==> config.mk <==
export PLATFORM = sky130hd
export DESIGN_NAME = i2c_write_master_flat
export DESIGN_NICKNAME = d
export VERILOG_FILES = /design/src/rtl/i2c_write_master_if.sv /design/src/rtl/i2c_write_master.sv /design/src/flat_wrapper.sv
export SDC_FILE = /design/constraint.sdc
export NUM_CORES = 1
export LEC_CHECK = 0
export ABC_AREA = 1
export CELL_PAD_IN_SITES_DETAIL_PLACEMENT = 1
export CELL_PAD_IN_SITES_GLOBAL_PLACEMENT = 1
export CORE_ASPECT_RATIO = 0.8
export CORE_UTILIZATION = 42
export DETAILED_ROUTE_END_ITERATION = 10
export GPL_ROUTABILITY_DRIVEN = 1
export PLACE_DENSITY = 0.81
export RECOVER_POWER = 50
export SYNTH_ARGS = -nofsm -noshare
export SYNTH_HDL_FRONTEND = slang
export SYNTH_SLANG_ARGS = --single-unit
==> constraint.sdc <==
create_clock -name ref_clk -period 2.5 [get_ports ref_clk]
set_input_delay 0.25 -clock ref_clk [delete_from_list [all_inputs] [get_ports ref_clk]]
set_output_delay 0.25 -clock ref_clk [all_outputs]
set_load 0.01 [all_outputs]
run_1/wires.png
Scale: 4 px per um. Two of the layers only.
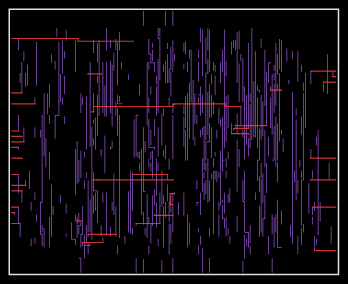
metal 3 -> red  # wire length 214 um
metal 2 -> purple  # wire length 2440 um
total track usage: 23.2%
routed wire length: 5.45 mm
via count: 1894
final routed wire length divided by cell count: 14.7 um

run_1/detail.png
Region (26, 18) to (56, 48) um. Cells in grey, sequential cells in the stronger grey; small squares are vias.
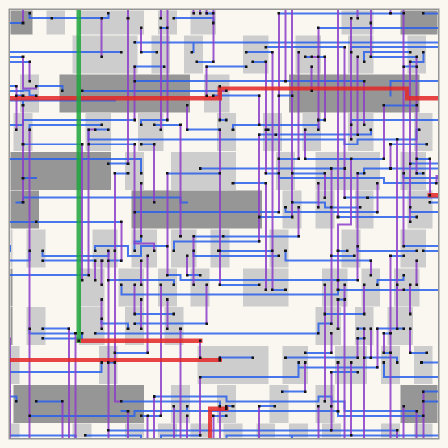
metal 2 -> purple
metal 3 -> red
metal 1 -> blue
metal 4 -> green
sequential cells in the window = 5
most frequent = nand2_1 (22), nand3_1 (11), inv_1 (10)
cells with their middle in the window = 69

run_1/placement.png
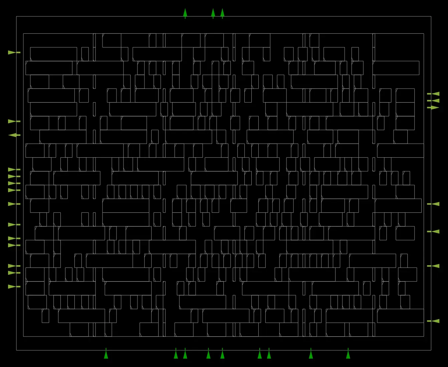
Well Taps: 60
number of placement rows: 22

run_1/metal_density.png
Scale: 3 px per um. 16 x 13 tiles, from dark purple (low) to yellow (high), scaled to the fullest tile. Values are wire area over tile area, all layers added.
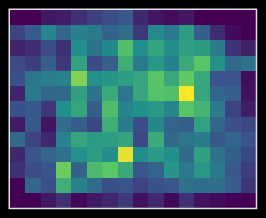
tiles over half the peak = 25%
mean over tiles = 0.16
fullest tile = 0.45
densest ninth of the die = middle
nearly empty tiles = 6.2%

==> flow_summary.toml, run 1 <==
# physical design summary
[critical_path]
timing.critical_path.slowest_cell_delay_ns = 0.49
worst_path_bufs_invs = 2
endpoint_kind = "flop"
path_max_fanout = 7
path_class = "flop to flop"
startpoint_types = "flop"
r2r_setup_slack_ns = 0.68
critPathArrivalTime_ns = 2.03
cp_num_cells = 8

[cells_and_area]
lay_top_cells = "sky130_fd_sc_hd__nand2_1, sky130_fd_sc_hd__dfrtp_1, sky130_fd_sc_hd__clkdlybuf4s50_1"
layout_top_cell = "sky130_fd_sc_hd__nand2_1"
final_util_pct = 54.9
post_route_cells_drive_above_1_share_pct = 8.06
syn_to_final_growth_pct = 21.1

[placed_design]
routabilityCongestion = 0.827

[grt]
total_global_routing_overflow = 0
antenna_found_initial = 0

[sta]
fin_setup_tns_ns = 0
minimum_period_implied_by_the_final_worst_setup_slack_ns = 1.82
setup_ws_ns = 0.684
unrepaired_setup_endpoints_after_global_routing = "no"

[cts]
bufs_on_longest_clock_path = 2
htreeDepth = 2
post-cts-setup-buffers = 0
clock_latency_ns = 0.30

[yosys]
synth.largest_area_cell = "sky130_fd_sc_hd__dfrtp_1"
asyncSetResetFlopFracSynth_pct = 100
synth.yosys.chip_area_um2 = 2150
yosys_cells = 275
post_synth_main_logic_family = "simple AND/OR/NAND/NOR gates"
synth_nets = 312

[routing]
vias_per_cell = 5.12

[status]
run_status = "finished clean"

[die]
io_pins = 33
die-width_um = 81.9
==> run 1: where the power goes <==
group	internal [W]	total (W)	switching, W	leakage (nW)
Combinational	0.000530	0.00145	0.000918	0.762
Sequential	0.000967	0.00120	0.000235	0.515
Clock	0.000197	0.000456	0.000259	0.0441
==> run 1: final cells by class <==
type | instances | area [um2]
clock buffer | 5 | 68.8
clock inverter | 3 | 21.3
fill | 603 | 2130
inverter | 27 | 101
multi-input combinational | 200 | 958
sequential | 42 | 1050
tap | 60 | 75.1
timing repair buffer | 33 | 323
==> run 1: stage by stage <==
step                area, um2  instances  hold WS, ns
finish                   2600        370       0.0904
global route             2600        370        0.161
CTS                      2600        370        0.119
detailed placement       2510        362        0.337
global placement         2510        362        0.347
floorplan                2150        275      -0.0456
==> run 2, diff against run 1 <==
- CORE_UTILIZATION: 42 -> 39
- PLACE_DENSITY: 0.81 -> 0.76
- clock period: 2.5 -> 1.75 ns (I/O delays scaled with it)
run_2/detail.png
Region (27, 19) to (57, 49) um. Cells in grey, sequential cells in the stronger grey; small squares are vias.
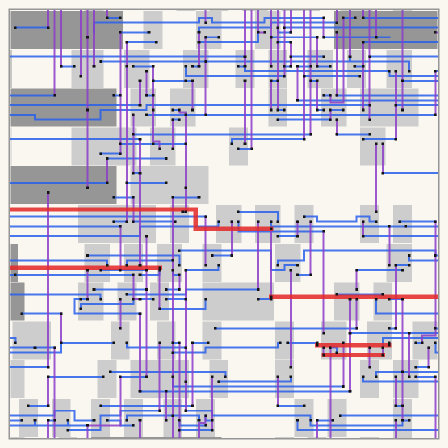
metal 1 -> blue
metal 2 -> purple
metal 3 -> red
sequential cells in the window = 4
cells with their middle in the window = 67
most frequent = nand2_1 (21), nand3_1 (12), inv_1 (8)

==> run 2 against run 1 <==
Net effect:
- via count shrank 0.48%
- die size rose by 7.5%
- global-route usage decreased by 2.6 points
==> flow_summary.toml, run 2 <==
# physical design summary
[cells_and_area]
post_route_cells_drive_above_1_share_pct = 11.0
buffers = 41
layout.area.comb_um2 = 976
fillers = 654
final_util_pct = 52.1
finish.instance_area_um2 = 2690
comb.multi_input.count = 200
lay_top_cells = "sky130_fd_sc_hd__nand2_1, sky130_fd_sc_hd__dfrtp_1, sky130_fd_sc_hd__clkdlybuf4s50_1"
register_fraction_of_the_total_cell_area_pct = 39.2
dominant-cell-class = "flip-flops and latches"

[placed_design]
dpl-instance-area_um2 = 2560
post-place-cells = 371
routabilityCongestion = 0.855

[critical_path]
cp_num_cells = 8
endpoint_kind = "flop"
timing.critical_path.slowest_cell_delay_ns = 0.41
startpoint_types = "flop"
worst_path_bufs_invs = 0

[die]
die-width_um = 85.0
tap-cell-count = 62

[status]
run_status = "finished clean"

[yosys]
yosys_cells = 275
synth.largest_area_cell = "sky130_fd_sc_hd__dfrtp_1"
synth.yosys.chip_area_um2 = 2150
asyncSetResetFlopFracSynth_pct = 100

[cts]
bufs_on_longest_clock_path = 2
clock_latency_ns = 0.29
post-cts-setup-buffers = 0
htreeDepth = 2

[sta]
setup_ws_ns = 0.153
fin_setup_tns_ns = 0
unrepaired_setup_endpoints_after_global_routing = "no"
minimum_period_implied_by_the_final_worst_setup_slack_ns = 1.60

[routing]
vias_per_cell = 4.96

[power]
internal_power_w = 0.00251
logic_pwr_share_pct = 47.8
run_2/wires.png
Scale: 4 px per um. Two of the layers only.
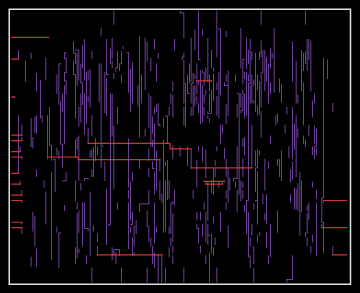
metal 3 -> red  # wire length 150 um
metal 2 -> purple  # wire length 2230 um
routed wire length: 5.22 mm
total track usage: 20.6%
final routed wire length divided by cell count: 13.7 um
via count: 1885

==> run 2: cell counts after synthesis <==
No cell type changed its count.
==> run 2: what timing repair did <==
action,in CTS,in global routing
endpoints found under the hold margin,20,0
setup endpoints to repair,0,6
resized,0,5
hold buffers,1,0
==> run 2: logic make-up after synthesis <==
logic type | Yosys count
compound gates | 28
buf+inv | 33
fa+ha+maj | 9
flops | 42
xor+xnor | 2
simple gates | 161
==> run 2: power by group through the flow <==
stage / clock network (W) / registers [W] / logic [W]
4_1_cts: 0.000662 / 0.00170 / 0.00213
6_report: 0.000646 / 0.00170 / 0.00215
3_3_place_gp: 0 / 0.00171 / 0.00204
2_1_floorplan: 0 / 0.00163 / 0.00150
3_5_place_dp: 0 / 0.00171 / 0.00212
5_1_grt: 0.000701 / 0.00176 / 0.00248
Power is estimated from default activity; no workload was simulated.
